[src/rtl/core_pkg.sv]
// rtl/core_pkg.sv - shared constants and IF/ID record for the pipelined RISC-V core
package core_pkg;

    localparam int XLEN = 32;
    localparam int ADDR_WIDTH_DEFAULT = XLEN;
    localparam logic [XLEN-1:0] RESET_PC_DEFAULT = '0;
    localparam logic [31:0] NOP_INSTR_DEFAULT = 32'h0000_0013;

    typedef struct packed {
        logic [31:0]     instr;
        logic [XLEN-1:0] pc;
        logic [XLEN-1:0] pc_plus4;
        logic            valid;
        logic            misaligned;
    } if_id_t;

    // A bubble carries the NOP encoding and zeroes every other field.
    function automatic if_id_t if_id_bubble(input logic [31:0] nop);
        if_id_t b;
        b       = '0;
        b.instr = nop;
        return b;
    endfunction

endpackage

[src/rtl/instruction_fetch_stage_if_id.sv]
// rtl/instruction_fetch_stage_if_id.sv - IF/ID pipeline register with stall, flush and bubble handling
module if_id_register
    import core_pkg::*;
#(
    parameter logic [31:0] NOP_INSTR = NOP_INSTR_DEFAULT
) (
    input  logic   clk,
    input  logic   rst,
    input  logic   stall_i,
    input  logic   flush_i,
    input  if_id_t fetch_i,
    output if_id_t if_id_o,
    output logic   load_o
);

    if_id_t if_id_q;
    if_id_t if_id_d;

    // Flush beats stall so a killed wrong-path fetch never lingers in decode.
    always_comb begin
        if_id_d = if_id_q;
        load_o  = 1'b0;
        if (flush_i) begin
            if_id_d = if_id_bubble(NOP_INSTR);
        end else if (!stall_i) begin
            if_id_d = fetch_i;
            load_o  = 1'b1;
        end
    end

    always_ff @(posedge clk) begin
        if (rst) begin
            if_id_q <= if_id_bubble(NOP_INSTR);
        end else begin
            if_id_q <= if_id_d;
        end
    end

    assign if_id_o = if_id_q;

endmodule

[src/rtl/instruction_fetch_stage.sv]
// rtl/instruction_fetch_stage.sv - PC register, IF/ID latch and retired-fetch counter
module instruction_fetch_stage
    import core_pkg::*;
#(
    parameter int                    ADDR_WIDTH = ADDR_WIDTH_DEFAULT,
    parameter logic [ADDR_WIDTH-1:0] RESET_PC   = RESET_PC_DEFAULT,
    parameter logic [31:0]           NOP_INSTR  = NOP_INSTR_DEFAULT
) (
    input  logic                  clk,
    input  logic                  rst,
    input  logic                  stall_f,
    input  logic                  stall_d,
    input  logic                  flush_d,
    input  logic                  redirect,
    input  logic [ADDR_WIDTH-1:0] redirect_target,
    output logic [ADDR_WIDTH-1:0] imem_addr,
    input  logic [31:0]           imem_data,
    output logic [ADDR_WIDTH-1:0] pc_f,
    output logic [31:0]           instr_d,
    output logic [ADDR_WIDTH-1:0] pc_d,
    output logic [ADDR_WIDTH-1:0] pc_plus4_d,
    output logic                  valid_d,
    output logic                  misaligned_d,
    output logic [31:0]           fetch_count
);

    logic [ADDR_WIDTH-1:0] pc_f_q;
    logic [ADDR_WIDTH-1:0] pc_f_d;
    logic [ADDR_WIDTH-1:0] pc_plus4_f;
    logic [31:0]           fetch_count_q;
    logic [31:0]           fetch_count_d;
    if_id_t                fetch_rec;
    if_id_t                if_id_rec;
    logic                  if_id_load;

    assign pc_plus4_f = pc_f_q + ADDR_WIDTH'(4);

    // Redirect outranks stall_f so a taken branch is never dropped while fetch is held.
    always_comb begin
        pc_f_d = pc_plus4_f;
        if (redirect) begin
            pc_f_d = redirect_target;
        end else if (stall_f) begin
            pc_f_d = pc_f_q;
        end
    end

    always_ff @(posedge clk) begin
        if (rst) begin
            pc_f_q <= RESET_PC;
        end else begin
            pc_f_q <= pc_f_d;
        end
    end

    always_comb begin
        fetch_rec            = '0;
        fetch_rec.instr      = imem_data;
        fetch_rec.pc         = XLEN'(pc_f_q);
        fetch_rec.pc_plus4   = XLEN'(pc_plus4_f);
        fetch_rec.valid      = 1'b1;
        fetch_rec.misaligned = |pc_f_q[1:0];
    end

    if_id_register #(
        .NOP_INSTR (NOP_INSTR)
    ) u_if_id (
        .clk     (clk),
        .rst     (rst),
        .stall_i (stall_d),
        .flush_i (flush_d),
        .fetch_i (fetch_rec),
        .if_id_o (if_id_rec),
        .load_o  (if_id_load)
    );

    always_comb begin
        fetch_count_d = fetch_count_q;
        if (if_id_load) begin
            fetch_count_d = fetch_count_q + 32'd1;
        end
    end

    always_ff @(posedge clk) begin
        if (rst) begin
            fetch_count_q <= '0;
        end else begin
            fetch_count_q <= fetch_count_d;
        end
    end

    assign imem_addr    = pc_f_q;
    assign pc_f         = pc_f_q;
    assign instr_d      = if_id_rec.instr;
    assign pc_d         = if_id_rec.pc[ADDR_WIDTH-1:0];
    assign pc_plus4_d   = if_id_rec.pc_plus4[ADDR_WIDTH-1:0];
    assign valid_d      = if_id_rec.valid;
    assign misaligned_d = if_id_rec.misaligned;
    assign fetch_count  = fetch_count_q;

endmodule
[config.mk]
export PLATFORM = sky130hd
export DESIGN_NAME = instruction_fetch_stage
export DESIGN_NICKNAME = d
export VERILOG_FILES = /design/src/rtl/core_pkg.sv /design/src/rtl/instruction_fetch_stage_if_id.sv /design/src/rtl/instruction_fetch_stage.sv
export SDC_FILE = /design/constraint.sdc
export NUM_CORES = 1
export LEC_CHECK = 0
export CORE_ASPECT_RATIO = 0.5
export CORE_MARGIN = 4
export CORE_UTILIZATION = 49
export CTS_CLUSTER_DIAMETER = 50
export DETAILED_ROUTE_END_ITERATION = 8
export HOLD_SLACK_MARGIN = 0.06
export PLACE_DENSITY = 0.86
export SLEW_MARGIN = 0
export SYNTH_ARGS = -nofsm -noshare
export SYNTH_HDL_FRONTEND = slang
export SYNTH_SLANG_ARGS = --single-unit
[constraint.sdc]
create_clock -name clk -period 3.4 [get_ports clk]
set_input_delay 1.02 -clock clk [delete_from_list [all_inputs] [get_ports clk]]
set_output_delay 1.02 -clock clk [all_outputs]
set_load 0.005 [all_outputs]
==> notes.md <==
Purpose: to document the outcome of synthesis and place and route.

STA
The worst pin sits at a relative slew slack of 52.6%. Subtracting the final worst setup slack from the clock period gives about 2.6 ns. Of the available clock period, the critical path in the final layout requires around 76%. The worst hold slack after final layout is about 0.47 ns. The clock skew is 0.0100 ns. The post-route setup TNS is 0 ns. Looking at the max-slew report, the worst-margin pin has a slew of 0.712 ns. The number of endpoints with negative hold slack in the final report is 0. The final max-slew violation count recorded for this run is 0. Setup repair after global routing left no endpoint under its margin. Setup slack closes at 0.802 ns.

Worst setup path
The number of cells on the worst reg-to-reg path is 6. The cell class contributing the biggest share of worst-path delay is flip-flops. The category of the critical setup timing path is reg -> out. The buffering stage count on the worst path with inverters included is 1. Data on the critical path arrives at its endpoint at ~1.6 ns. The data required time reported for the critical path is ~2.4 ns.

The maximum fanout count along the critical path is 11. The worst setup path is launched from a flip-flop. In this run the critical path is formed by clkdlybuf4s50_1. The largest incremental delay on the critical path is ~0.6 ns.

The end point of the critical path is imem_addr[19].

Synthesis
sky130_fd_sc_hd__dfxtp_1 is the most common cell in the netlist. In the Yosys report, the sequential cells make up a little over two fifths of the chip area. The synthesis-stage register bit count is about 160. The area share of xor/xnor cells in the synthesized design is under 10%. For reference, the mux area share after synthesis is between 10% and 20%. By area the synthesized netlist is led by sky130_fd_sc_hd__dfxtp_1 43%, sky130_fd_sc_hd__mux2i_1 10%, sky130_fd_sc_hd__nor2_1 7.6%, sky130_fd_sc_hd__buf_4 6.7%, sky130_fd_sc_hd__xor2_1 5.2%. The total cells reported by yosys after synthesis is between 800 and 900. Counting every net in the synthesized netlist gives about 910. The largest area contributor in the netlist is sky130_fd_sc_hd__dfxtp_1. The synthesized instance count is roughly 840. The total standard cell area after synthesis is 7400 µm². The synthesis run shows the most used standard cells to be 160 x sky130_fd_sc_hd__dfxtp_1, 150 x sky130_fd_sc_hd__nor2_1, 74 x sky130_fd_sc_hd__mux2i_1. Yosys mapped the design onto 43 distinct sky130hd cell types. During synthesis, Yosys emitted a total of 0 warnings. The share of synthesized area in the top cell type comes to 43.3%. Per the synth stats, the flop cell with the highest instance count is sky130_fd_sc_hd__dfxtp_1. The synthesis run identifies the leading combinational cell family as simple AND/OR/NAND/NOR gates. The synthesis report gives the async set-or-reset register share as 0%. The chip area from the yosys synthesis statistics is about 7400 µm². The synthesized netlist devotes less than 1% of its cell area to adder and majority cells.

Summing the areas of all and, or, nand and nor instances in the mapped netlist gives around a fifth of the synthesized area. The average instance in the mapped netlist occupies roughly 9 µm².

GRT
In this run the most used layer during global routing was met2. The global-route usage over all layers is between 20% and 30%. After global routing the overflow that remains totals 0.

The initial antenna violation count is 0. Entering global routing, the biggest net connects roughly 53 pins. The number of global-route vias before repair is ~6300. The met1 track demand over resource is 27.6%. The fraction of met2 tracks used by global routing is between 40% and 50%. The wire length of the first global-routing pass is roughly 32000 µm. For met3 alone, demand over resource in global routing was 3.42%.

Place
The standard cell area after detailed placement is 9670 µm². In this run the tool buffered the top-level ports with about 260 buffer cells. The worst-case setup slack after placement is 0.474 ns. The global placement routability congestion is ~0.8.

The detailed placement HPWL is between 10000 and 15000 µm.

Hold path
Along the worst hold path, the cell count comes to 1. The type of the worst min-delay path is reg -> reg. The endpoint with the worst hold slack is u_if_id.if_id_o[1].

Clock tree
Looking at the clock tree report, the root buffer type is sky130_fd_sc_hd__clkbuf_16. The quantity of hold-fixing buffers added after cts is 0. According to the CTS report, the clock sink count is roughly 160. The CTS tree is done. The clock latency on the worst-skew pair is around 0.41 ns. Looking at the worst setup and hold paths, the clock pins of their registers show a slew of around 0.07 ns. Per the TritonCTS log, the buffer count is 17. The clock passes through at most 2 buffers.

Pwr
The highest supply drop recorded on VDD is 397 µV. In this run, the combinational gates consume a little under an eighth of the power. The internal portion of the total power is between 3 and 4 mW. The leakage component of the power was reported as ~3.8 nW. The clock group share of total power is 43.2%. The power share of the sequential group is between 40 and 50%. The total power consumption of the routed design is 4.43 mW. The group drawing the most power is sequential cells.

The power attributed to sequential cells is 2.01 mW. Total power normalized to cell area comes to around 430 nW/µm².

Route
The total length of routed wires is between 20000 and 25000 µm. The detail route stage leaves a number of antenna-violating nets equal to 0. The violation tally recorded at the end of detailed-routing iteration 0 is 389. Per the detail_route log, met2 wirelength is 10500 µm. Signal routing reaches up to met4.

In the per-layer breakdown of the detailed-route log, met1 shows approximately 8600 µm. The count of vias placed by the detailed router is between 6000 and 7000. The length of the first detailed-routing pass in iterations is 5. The vias per cell is roughly 5.2. The DRC violations left is 0.

Final layout
The number of fillers in the final layout is 1122. The area taken by sequential standard cells is reported as 3200 µm². In the finished design the tool counted flip-flops and latches totalling between 150 and 200. The clock network takes up under 10% of total cell area after layout. The count of antenna diodes in the layout is 0. The top logic cell by instance count in the layout is sky130_fd_sc_hd__clkdlybuf4s50_1. The final layout report lists a non-clock inverter count of 11. Multi-input gates account for approximately a third of the area. The fraction of area in non-clock buffers is a little over a quarter. The flow measured a signed area growth from synthesis to layout of 38.7%. In the final design, more cell area goes to multi-input combinational cells than to any other class. The final design area excluding fillers is roughly 10000 µm². The share of the final layout cell area in sequential cells is approximately 31%. The post-route non-filler standard cell count is approximately 1200.

The share of cells above drive strength 1 is ~6.2%. The most common logic cells in the final layout are 261 x sky130_fd_sc_hd__clkdlybuf4s50_1, 160 x sky130_fd_sc_hd__dfxtp_1, 149 x sky130_fd_sc_hd__nor2_1. The combinational gate area is 3420 µm².

Floorplanning
The total die size is around 17000 µm². In this run the vertical extent of the chip is ~95 µm. The standard cell core area is approximately 15000 µm². The I/O pin count is 264.

The floorplan step records an initial core utilization of between 50 and 60%.

Run
The number of max-cap violations is 0.

Status
The run finished with clean final reports.
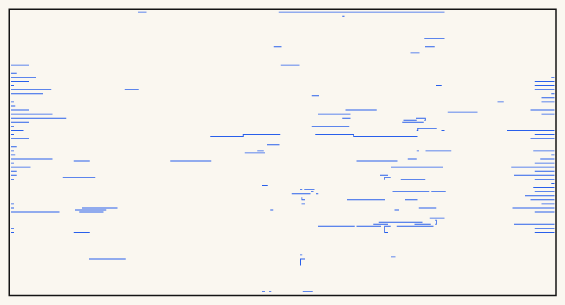
(images/m3.png)
Scale: 3 px per µm.
main direction	horizontal
share of all routed wire	4.2%

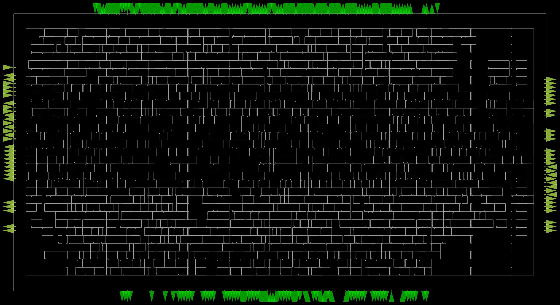
(images/placed.png)
Placement Rows: 31
core utilization of the finished layout: 70.2%

Power figures rest on the tool's default switching activity, not on a simulated workload.
